Run 1, nets reached from selected ports:
Bar = 50 um.
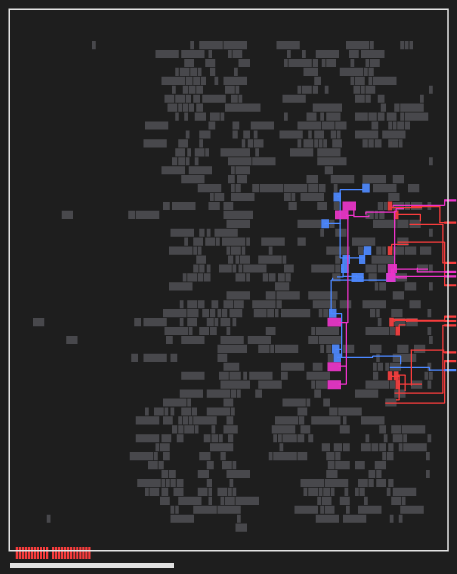
Run 1, cell outlines without signal wires:
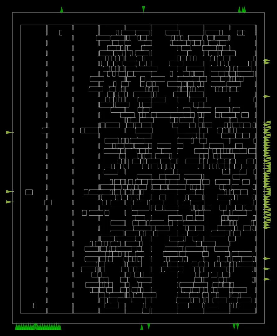
Run 1, cells colored by class:
Fill, decap, tap and diode cells in gray.
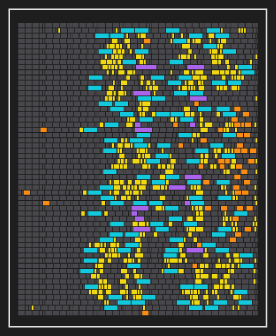
Run 1, wiring by layer:
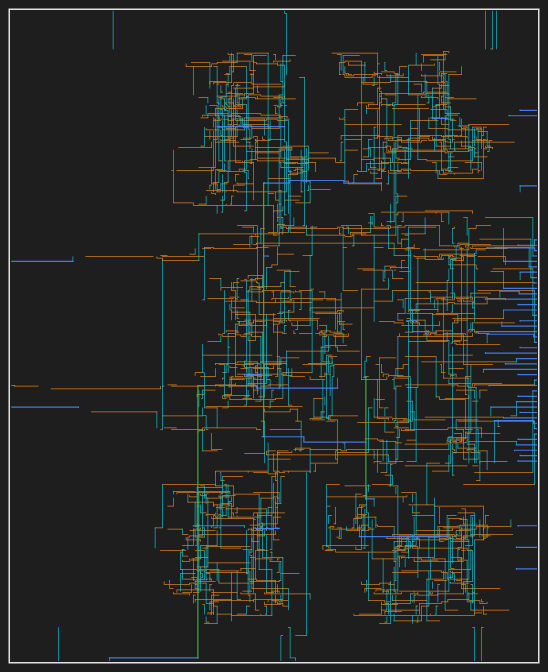
### config.mk
export PLATFORM = sky130hd
export DESIGN_NAME = pio_avmm_responder
export DESIGN_NICKNAME = d
export VERILOG_FILES = /design/src/rtl/pio_avmm_pkg.sv /design/src/rtl/pio_debounce.sv /design/src/rtl/pio_avmm_responder.sv
export SDC_FILE = /design/constraint.sdc
export NUM_CORES = 1
export LEC_CHECK = 0
export ABC_AREA = 0
export CAP_MARGIN = 10
export CORE_ASPECT_RATIO = 1.25
export CORE_MARGIN = 4
export CORE_UTILIZATION = 25
export DETAILED_ROUTE_END_ITERATION = 10
export PLACE_DENSITY = 0.43
export SYNTH_ARGS = -nofsm -noshare
export SYNTH_HDL_FRONTEND = slang
export SYNTH_SLANG_ARGS = --single-unit
### constraint.sdc
create_clock -name clk_clk -period 2.3 [get_ports clk_clk]
set_input_delay 0.345 -clock clk_clk [delete_from_list [all_inputs] [get_ports clk_clk]]
set_output_delay 0.345 -clock clk_clk [all_outputs]
set_load 0.005 [all_outputs]
### src/rtl/pio_avmm_pkg.sv
// Shared constants and types for the PIO Avalon-MM responder.
package pio_avmm_pkg;

  localparam int unsigned DATA_W = 32;
  localparam int unsigned ADDR_W = 3;

  localparam logic [ADDR_W-1:0] ADDR_DATA = ADDR_W'(0);
  localparam logic [ADDR_W-1:0] ADDR_LED  = ADDR_W'(1);
  localparam logic [ADDR_W-1:0] ADDR_MASK = ADDR_W'(2);
  localparam logic [ADDR_W-1:0] ADDR_EDGE = ADDR_W'(3);

  // One Avalon-MM slave request as seen in a single cycle.
  typedef struct packed {
    logic              read;
    logic              write;
    logic [ADDR_W-1:0] addr;
    logic [DATA_W-1:0] wdata;
  } avs_req_t;

endpackage

### src/rtl/pio_debounce.sv
// Single-bit input conditioner: 2-FF synchroniser, stability counter,
// debounced output and a one-cycle change indication.
module pio_debounce #(
  parameter int unsigned DEB_CYCLES = 50000,
  parameter int unsigned CNT_W      = 16
) (
  input  logic clk,
  input  logic rst,
  input  logic raw,
  output logic stable,
  output logic change_c
);

  localparam logic [CNT_W-1:0] CNT_LAST = CNT_W'(DEB_CYCLES - 1);

  logic             sync1;
  logic             sync2;
  logic [CNT_W-1:0] cnt;

  // High in the cycle whose clock edge flips the stable bit.
  assign change_c = (sync2 != stable) && (cnt == CNT_LAST);

  // Synchronise, then accept a new level only after it has held long enough.
  always_ff @(posedge clk) begin
    if (rst) begin
      sync1  <= 1'b0;
      sync2  <= 1'b0;
      cnt    <= '0;
      stable <= 1'b0;
    end else begin
      sync1 <= raw;
      sync2 <= sync1;
      if (sync2 == stable) begin
        cnt <= '0;
      end else if (cnt == CNT_LAST) begin
        stable <= sync2;
        cnt    <= '0;
      end else begin
        cnt <= cnt + CNT_W'(1);
      end
    end
  end

endmodule

### src/rtl/pio_avmm_responder.sv
// Avalon-MM responder for the HPS lightweight bridge: debounced button/dipsw
// inputs, LED register and optional edge-capture interrupt.
// Optional feature macro: PIO_AVMM_IRQ_EN (MASK/EDGE registers and irq).
module pio_avmm_responder
  import pio_avmm_pkg::*;
#(
  parameter int unsigned IN_W       = 5,
  parameter int unsigned LED_W      = 8,
  parameter int unsigned DEB_CYCLES = 50000,
  parameter int unsigned CNT_W      = 16
) (
  input  logic              clk_clk,
  input  logic              reset_reset,
  input  logic [ADDR_W-1:0] avs_address,
  input  logic              avs_read,
  input  logic              avs_write,
  input  logic [DATA_W-1:0] avs_writedata,
  output logic [DATA_W-1:0] avs_readdata,
  output logic              avs_readdatavalid,
  input  logic [IN_W-1:0]   pio_in,
  output logic [LED_W-1:0]  led_out,
  output logic              irq
);

  avs_req_t          req;
  logic [IN_W-1:0]   stable;
  logic [IN_W-1:0]   change_c;
  logic [DATA_W-1:0] rd_data_c;
  logic              unused_sink;

  assign req = '{read: avs_read, write: avs_write, addr: avs_address, wdata: avs_writedata};

  // Upper write-data bits (and change pulses in the reduced build) have no sink.
  assign unused_sink = ^{avs_writedata, change_c};

  // One conditioner per input bit.
  for (genvar i = 0; i < int'(IN_W); i++) begin : g_deb
    pio_debounce #(
      .DEB_CYCLES (DEB_CYCLES),
      .CNT_W      (CNT_W)
    ) u_deb (
      .clk      (clk_clk),
      .rst      (reset_reset),
      .raw      (pio_in[i]),
      .stable   (stable[i]),
      .change_c (change_c[i])
    );
  end

`ifdef PIO_AVMM_IRQ_EN
  logic [IN_W-1:0] mask_q;
  logic [IN_W-1:0] edge_q;
  logic [IN_W-1:0] edge_n_c;
  logic            mask_wr_c;
  logic            edge_wr_c;

  assign mask_wr_c = req.write && (req.addr == ADDR_MASK);
  assign edge_wr_c = req.write && (req.addr == ADDR_EDGE);

  // Write-one-to-clear, with a same-cycle capture taking priority.
  always_comb begin
    edge_n_c = edge_q;
    if (edge_wr_c) begin
      edge_n_c = edge_q & ~IN_W'(req.wdata);
    end
    edge_n_c = edge_n_c | change_c;
  end

  // Mask, sticky edge capture and registered interrupt level.
  always_ff @(posedge clk_clk) begin
    if (reset_reset) begin
      mask_q <= '0;
      edge_q <= '0;
      irq    <= 1'b0;
    end else begin
      if (mask_wr_c) begin
        mask_q <= IN_W'(req.wdata);
      end
      edge_q <= edge_n_c;
      irq    <= |(edge_q & mask_q);
    end
  end
`else
  assign irq = 1'b0;
`endif

  // Read mux over the pre-write register contents.
  always_comb begin
    rd_data_c = '0;
    case (req.addr)
      ADDR_DATA: rd_data_c = DATA_W'(stable);
      ADDR_LED:  rd_data_c = DATA_W'(led_out);
`ifdef PIO_AVMM_IRQ_EN
      ADDR_MASK: rd_data_c = DATA_W'(mask_q);
      ADDR_EDGE: rd_data_c = DATA_W'(edge_q);
`endif
      default:   rd_data_c = '0;
    endcase
  end

  // Fixed-latency read response and LED register.
  always_ff @(posedge clk_clk) begin
    if (reset_reset) begin
      avs_readdata      <= '0;
      avs_readdatavalid <= 1'b0;
      led_out           <= '0;
    end else begin
      avs_readdatavalid <= req.read;
      if (req.read) begin
        avs_readdata <= rd_data_c;
      end
      if (req.write && (req.addr == ADDR_LED)) begin
        led_out <= LED_W'(req.wdata);
      end
    end
  end

endmodule

==> out/metrics.yaml, run 1 <==
final-setup-viol-count: 0
cp-endpoint: "g_deb[4].u_deb.cnt[4]"
syn_area_sq_um: 4890
reg2reg_to: "g_deb[4].u_deb.cnt[4]"
floorplan.die_area_sq_um: 21900
crit_type: "register to register"
largest_registers: "g_deb.u_deb.cnt x80, avs_readdata x8, led_out x8"
cts.reportedPaths.clkPinSlew_ns: 0.07
sequential_cell_area_sq_um: 2240
vias_post_dr: 3693
ys_dominant_reg_cell: "dfxtp_1"
clock.fmax_ghz: 0.543
drt.antenna.violating_nets: 0
synth-area-yosys_sq_um: 4890
design_power_total_mw: 3.67
post_cts_resized: 0
pwr_cell_area_nw_per_um2: 636
internal_power_mw: 2.89
chipWidth_um: 133
combinational_power_share: 0.031
cts.path.max_buffers: 2
postCtsSetupBuffers: 0
grt_setup_unrepaired: "false"
fin_crit_sh: 0.801
power_switching_mw: 0.775
synthArstFlopShare: 0
lkg_pwr_nw: 1.74
sequential_share_of_power: 0.535
route.final.wire_length_mm: 9.56
worstHoldPathType: "input port to register"
postCtsHoldBufs: 0
finalHoldViolations: 0
final.fill_count: 1991
critical_path.reg2reg.startpoint: "g_deb[4].u_deb.cnt[0]"
syn_to_final_growth_pct: 17.9
grt_max_degree: 25
reg2reg_depth: 5
pwr-share-clk: 0.434
startpoint: "g_deb[4].u_deb.cnt[0]"
max_flop_register: "g_deb.u_deb.cnt"
post_route_setup_tns_ns: 0
number_of_max_cap_violations: 0
insertedDiodeCount: 0
drt_first_pass_iters: 4
clock-root-buffer: "clkbuf_16"
swShare: 0.212
cp-end-kind: "register"
timing.critical_path.required_ns: 2.53
vias_in_the_first_global_route: 3448
synth_area_leader_cell: "dfxtp_1"
io_pins: 86
fin_nets: 640
synth-cells-yosys: 549
routed_wire_length_per_instance_um: 11.2
place.port_buffers: 36
cts-buffers-inserted: 9
run_status: "finished clean"
post_synth_main_area_contributors: "dfxtp_1, xnor2_1, nor2_1, buf_4, nand2_1"
drt_first_iter_violations: 155
synth_dominant_cell_count: "dfxtp_1"
synth.yosys.warnings: 0
-- 'nets reached from selected ports' (at the start) --
blue -> avs_read  # direction input, edge right, end cells 13, wire 149 um
magenta -> avs_address  # direction input, edge right, end cells 7, wire 164 um
red -> avs_writedata  # direction input, edge 24 bottom, 8 right, end cells 8, wire 247 um

-- 'cell outlines without signal wires' (at the start) --
Core Region: 19,000 sq um
number of rows created at floorplan: 56

-- 'cells colored by class' (at the start) --
cyan -> sequential cells  # cells 112
purple -> clock drivers and dummy loads  # cells 15
yellow -> combinational and other logic  # cells 423
orange -> remaining buffers and delay cells  # cells 45
final non-filler cell area: 5770 sq um
Seq area share: 0.389
final core area utilization: 0.304

-- 'wiring by layer' (at the start) --
cyan -> metal 2  # wire length 4,180 um
orange -> metal 1  # wire length 4,700 um
blue -> metal 3  # wire length 516 um
green -> metal 4  # wire length 163 um

[run 1: power by group through the flow]
stage          registers, mW  logic (mW)  clock network [mW]
6_report                1.96       0.113                1.59
5_1_grt                 1.96       0.127                1.74
4_1_cts                 1.96       0.115                1.67
3_5_place_dp            2.01       0.114                   0
3_3_place_gp            2.01       0.114                   0
2_1_floorplan           2.00      0.0854                   0
[run 1: metrics by stage]
stage / area, sq um / instances / setup slack (ns) / hold slack [ns]
3_5_place_dp: 5460 / 841 / 0.461 / 0.426
3_3_place_gp: 5460 / 841 / 0.459 / 0.418
5_1_grt: 5770 / 856 / 0.344 / 0.451
6_report: 5770 / 856 / 0.457 / 0.423
2_1_floorplan: 4980 / 573 / 0.574 / 0.414
4_1_cts: 5770 / 856 / 0.455 / 0.416
[run 1: cell type report]
type,instances,share of cell area
Sequential cell,112,0.389
Multi-Input combinational cell,408,0.419
Inverter,15,0.00976
Clock buffer,10,0.0414
Timing Repair Buffer,45,0.0733
Clock inverter,5,0.0113
Tap cell,261,0.0566
[run 1: worst max-delay path: stages, from the launching register on]
cell     delay (ns)
dfxtp_1        0.38
ha_1           0.22
nand4_1        0.26
or4_4          0.63
nand2_4        0.18
nor2_1         0.07
[run 1: kinds of logic after synthesis]
kind of cell,share of synthesized area
AOI/OAI and AO/OA,0.0258
xor gates and xnor gates,0.127
adders and majority gates,0.0128
buffers and inverters,0.0660
DFF,0.459
muxes,0.0217
other,0.000767
and+or+nand+nor,0.287
[run 1: routing by layer]
metal,global-route usage,wire [um],share of wire
met2,0.143,4180,0.44
met3,0.0202,516,0.054
met5,0,0,0
met4,0.0397,163,0.017
met1,0.119,4700,0.49
Run 1, cells by drive strength:
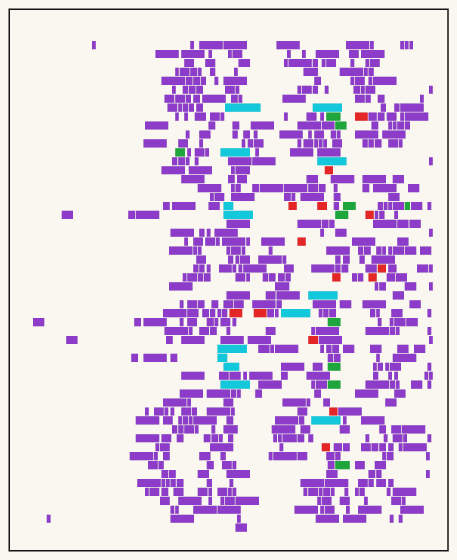

==> run 2: changes to the inputs <==
PLACE_DENSITY = 0.44   (was 0.43)
clock period = 1.6 ns   (was 2.3 ns; I/O delays follow)
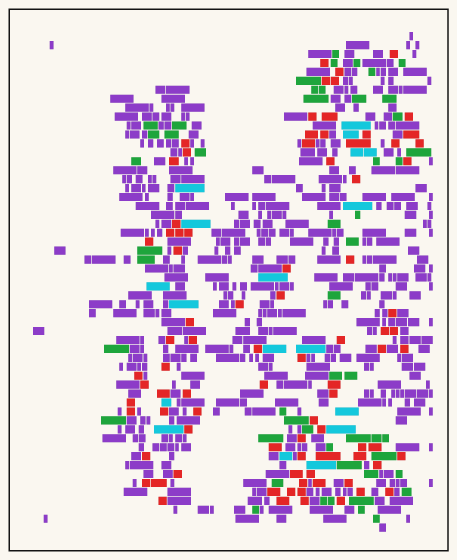
Run 2: cells by drive strength
purple -> _0 and _1 cells  # cells 504, share 77%
red -> _3 and _4 cells  # cells 85, share 13%
cyan -> _6 and larger  # cells 18, share 2.7%
green -> _2 cells  # cells 51, share 7.8%

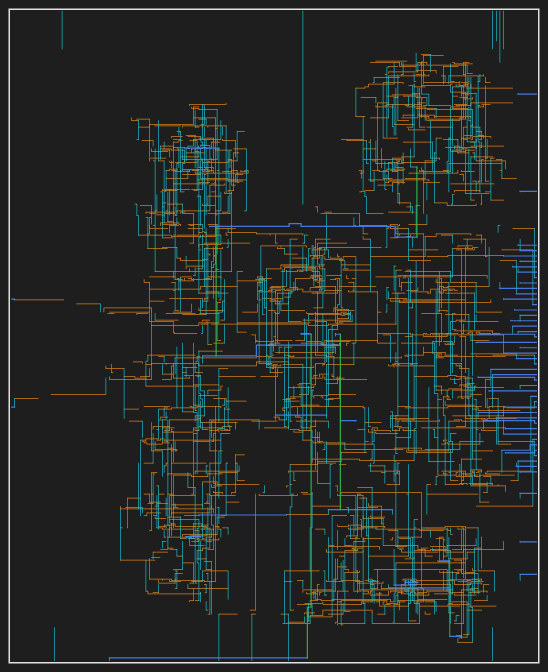
Run 2: wiring by layer
cyan -> metal 2  # wire length 4,960 um
green -> metal 4  # wire length 196 um
orange -> metal 1  # wire length 4,840 um
blue -> metal 3  # wire length 569 um
combined global-route utilization of all metal layers: 0.0977
vias post-DR: 3,927
detailed-route wire length per cell: 11.5 um
Routed Wire Length: 10.6 mm

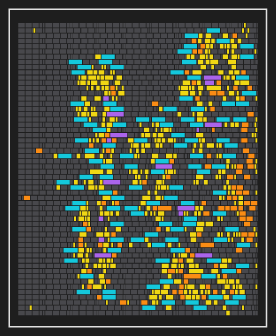
Run 2: cells colored by class
Fill, decap, tap and diode cells in gray.
cyan -> sequential cells  # cells 112
yellow -> combinational and other logic  # cells 423
orange -> remaining buffers and delay cells  # cells 107
purple -> clock drivers and dummy loads  # cells 16

==> out/metrics.yaml, run 2 <==
rows: 56
grt_max_degree: 19
power_switching_mw: 1.16
io_pins: 86
syn_area_sq_um: 4890
ys_dominant_reg_cell: "dfxtp_1"
post_synth_main_area_contributors: "dfxtp_1, xnor2_1, nor2_1, buf_4, nand2_1"
fin_nets: 702
synth-cells-yosys: 549
swShare: 0.224
lkg_pwr_nw: 2.11
cts.path.max_buffers: 2
timing.critical_path.required_ns: 1.85
grt_setup_unrepaired: "true"
pwr-share-clk: 0.419
run_status: "complete, but fails checks"
max_flop_register: "g_deb.u_deb.cnt"
cts.reportedPaths.clkPinSlew_ns: 0.08
chipWidth_um: 133
layout_setup_ws_ns: -0.0727
largest_registers: "g_deb.u_deb.cnt x80, avs_readdata x8, led_out x8"
synth_area_leader_cell: "dfxtp_1"
syn_to_final_growth_pct: 32.7
final-setup-viol-count: 38
combinational_power_share: 0.037
violations_in_the_final_reports: "setup timing"
worstHoldPathType: "input port to register"
drt_first_pass_iters: 5
cp-end-kind: "register"
postCtsHoldBufs: 0
post_route_setup_tns_ns: -1.20
number_of_max_cap_violations: 0
drt_first_iter_violations: 198
crit_type: "register to register"
clock.fmax_ghz: 0.598
synth-area-yosys_sq_um: 4890
internal_power_mw: 4.01
drt.antenna.violating_nets: 0
hold_slack_ns: 0.192
place.port_buffers: 36
synth_dominant_cell_count: "dfxtp_1"
vias_in_the_first_global_route: 3768
fin_crit_sh: 1.05
finalHoldViolations: 0
floorplan.die_area_sq_um: 21900
==> run 2: kinds of logic (layout without fill, tap and decap cells) <==
family                     after synthesis  count (layout)  synth area share
buffers and inverters                   53             138            0.0660
other                                    1              25          0.000767
xor gates and xnor gates                71              71             0.127
and+or+nand+nor                        273             273             0.287
DFF                                    112             112             0.459
AOI/OAI and AO/OA                       24              24            0.0258
adders and majority gates                5               5            0.0128
muxes                                   10              10            0.0217
==> run 2: critical path: stages (launching register included) <==
cell	delay, ns
dfxtp_1	0.31
or4bb_1	0.49
or4_4	0.55
mux2i_1	0.17
nor2_1	0.05
==> run 2: per-layer routing <==
metal,global-route usage,vias up,part of all wire
met2,0.167,84,0.47
met5,0,-,0
met3,0.0273,13,0.054
met1,0.117,1816,0.46
met4,0.0359,0,0.019
li1,-,2014,-
==> run 2: stage by stage <==
step	cells	instance area, sq um	power [mW]	setup WS (ns)
after floorplan	573	4990	3.01	-0.0893
after global placement	898	5920	3.06	-0.105
after detailed placement	898	5920	3.06	-0.104
after CTS	914	6250	5.26	-0.0830
after global routing	919	6490	5.41	-0.127
final	919	6490	5.17	-0.0727
==> run 2: final timing paths <==
check             depth (start not counted)               endpoint  slack, ns                  start
setup reg to reg                          4  g_deb[4].u_deb.stable      -0.07  g_deb[4].u_deb.cnt[4]
setup / recovery                          4  g_deb[4].u_deb.stable      -0.07  g_deb[4].u_deb.cnt[4]
hold reg to reg                           1   g_deb[1].u_deb.sync2       0.44   g_deb[1].u_deb.sync1
hold / removal                            2  g_deb[3].u_deb.stable       0.19            reset_reset
==> run 2: layout make-up <==
class / count / area [sq um]
multi-input combinational: 408 / 2620
sequential: 112 / 2260
inverter: 15 / 56.3
timing repair buffer: 107 / 942
tap: 261 / 327
fill: 1914 / 12500
clock inverter: 5 / 40.0
clock buffer: 11 / 243
==> run 3: changes to the inputs <==
CTS_CLUSTER_SIZE = 30   (was unset)
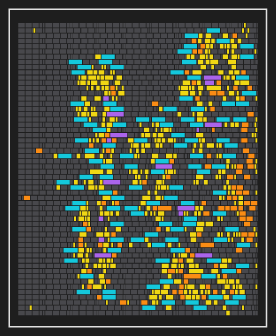
Run 3: cells colored by class
Fill, decap, tap and diode cells in gray.
purple -> clock drivers and dummy loads  # cells 16
orange -> remaining buffers and delay cells  # cells 107
yellow -> combinational and other logic  # cells 423
cyan -> sequential cells  # cells 112

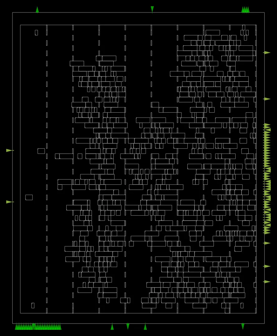
Run 3: cell outlines without signal wires
count of sequential standard cells: 112
fill cell total of the finished layout: 1,914
final cell count without fillers: 919

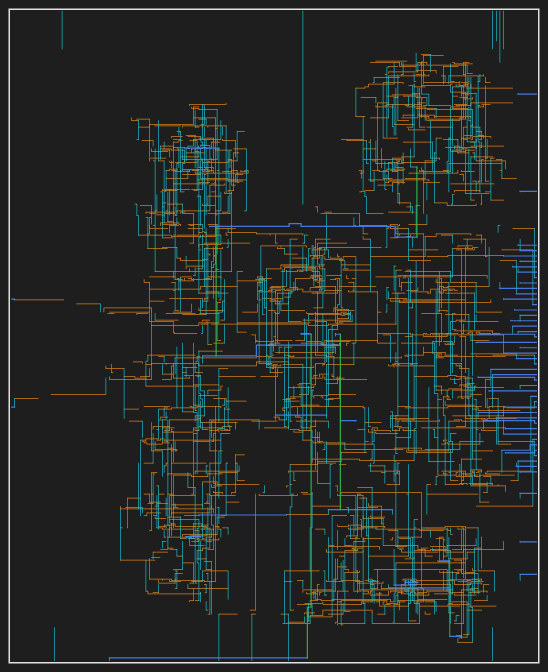
Run 3: wiring by layer
orange -> metal 1  # wire length 4,840 um
green -> metal 4  # wire length 196 um
cyan -> metal 2  # wire length 4,960 um
blue -> metal 3  # wire length 569 um

==> out/metrics.yaml, run 3 <==
startpoint_type: "register"
synth.ff_latch_count: 112
fin_nets: 702
core_region_sq_um: 19000
clock-root-buffer: "clkbuf_16"
swShare: 0.224
most_frequent_standard_cell_in_the_layout_excluding_fill_and_tap_cells: "dfxtp_1"
grt.total_usage: 0.0977
drt_first_pass_iters: 5
insertedDiodeCount: 0
floorplan.die_area_sq_um: 21900
drc: 0
syn_to_final_growth_pct: 32.7
synthTopCellsByCount: "dfxtp_1, nor2_1, xnor2_1"
violations_in_the_final_reports: "setup timing"
drt_first_iter_violations: 198
final-setup-viol-count: 38
critPathMaxFanout: 3
hold_slack_ns: 0.192
design_power_total_mw: 5.17
synthesis.instances: 549
fin_crit_sh: 1.05
maxSlewViolCount: 0
post_synth_main_area_contributors: "dfxtp_1, xnor2_1, nor2_1, buf_4, nand2_1"
rows: 56
sequential_cell_area_sq_um: 2260
routabilityCongestion: 0.836
postCtsSetupBuffers: 0
crit_type: "register to register"
fp_util: 0.258
cts.reportedPaths.clkPinSlew_ns: 0.08
finalWorstPathRequiredPeriod_ns: 1.67
post_route_setup_tns_ns: -1.20
synth.yosys.warnings: 0
grt_max_degree: 19
drt.antenna.violating_nets: 0
route.final.wire_length_mm: 10.6
io_pins: 86
worstHoldPathType: "input port to register"
internal_power_mw: 4.01
clock.fmax_ghz: 0.598
post_synth.cell_area_avg_sq_um: 8.91
slowest_delay_ns: 0.55
place.detailed.instances: 898
place.port_buffers: 36
power_switching_mw: 1.16
max_flop_register: "g_deb.u_deb.cnt"
number_of_openroad_warnings: 53
cp-end-kind: "register"
timing.critical_path.required_ns: 1.85
synth-area-yosys_sq_um: 4890
syn_area_sq_um: 4890
pre_cts_ws_ns: -0.104
grt_first_pass_wirelength_mm: 17.5
cts.path.max_buffers: 2
pwr-share-clk: 0.419
routed_wire_length_per_instance_um: 11.5
die-height_um: 164
clock_tree.htree_level_count: 3
synthArstFlopShare: 0
largest_registers: "g_deb.u_deb.cnt x80, avs_readdata x8, led_out x8"
critPathSlowestCell: "or4_4"
pwr_cell_area_nw_per_um2: 797
synth-seq-area-share: 0.459
run_status: "complete, but fails checks"
placed_area_sq_um: 5920
synth_area_leader_cell: "dfxtp_1"
ys_dominant_reg_cell: "dfxtp_1"
post_cts_resized: 10
synth_dominant_cell_count: "dfxtp_1"
path_cells: "or4bb_1 -> or4_4 -> mux2i_1 -> nor2_1"
final_core_util: 0.342
combinational_power_share: 0.037
chipWidth_um: 133
postLayoutCellArea_sq_um: 6490
sequential_share_of_power: 0.545
vias_per_cell: 4.27
cts-buffers-inserted: 9
vias_post_dr: 3927
finalHoldViolations: 0
cts_tree: "built"
synth-cells-yosys: 549
postCtsHoldBufs: 0
grt_setup_unrepaired: "true"
number_of_max_cap_violations: 0
vias_in_the_first_global_route: 3768
lkg_pwr_nw: 2.11
layout_setup_ws_ns: -0.0727
combGateArea_sq_um: 2620
==> run 3: cell counts after synthesis <==
Identical to the previous run, type by type.
==> run 3: power by group through the flow <==
stage,clock network (mW),logic (mW),registers (mW)
floorplan,0,0.124,2.88
global placement,0,0.178,2.88
detailed placement,0,0.178,2.88
CTS,2.26,0.182,2.82
global route,2.38,0.210,2.82
finish,2.17,0.190,2.82
==> run 3: cell type report <==
cell class              instances  area share
clock buffers                  11      0.0374
clock inverters                 5     0.00617
inverters                      15     0.00868
multi-input cells             408       0.404
flip-flops and latches        112       0.348
well taps                     261      0.0503
repair buffers                107       0.145
==> run 3: cells by family after synthesis <==
group	synth area share
other	0.000767
XOR/XNOR	0.127
adder cells (fa/ha/maj)	0.0128
buffers and inverters	0.0660
flip-flops	0.459
AND-OR/OR-AND	0.0258
AND/OR/NAND/NOR	0.287
multiplexers	0.0217
==> run 3: worst paths after layout <==
path	start	endpoint	slack, ns	depth (start not counted)
max	g_deb[4].u_deb.cnt[4]	g_deb[4].u_deb.stable	-0.07	4
min	reset_reset	g_deb[3].u_deb.stable	0.19	2
max reg2reg	g_deb[4].u_deb.cnt[4]	g_deb[4].u_deb.stable	-0.07	4
min reg2reg	g_deb[1].u_deb.sync1	g_deb[1].u_deb.sync2	0.44	1
==> run 3: per-layer routing <==
metal	track usage	vias up	part of all wire
met5	0	-	0
met2	0.167	84	0.47
met3	0.0273	13	0.054
li1	-	2014	-
met4	0.0359	0	0.019
met1	0.117	1816	0.46
==> run 3: worst max-delay path: cells and delay by family (launching register included) <==
| family | cells | cell delay (ns) |
|---|---|---|
| DFF | 1 | 0.31 |
| muxes | 1 | 0.17 |
| and+or+nand+nor | 3 | 1.09 |
No activity file was given, so power comes from the tool's default toggle rates.
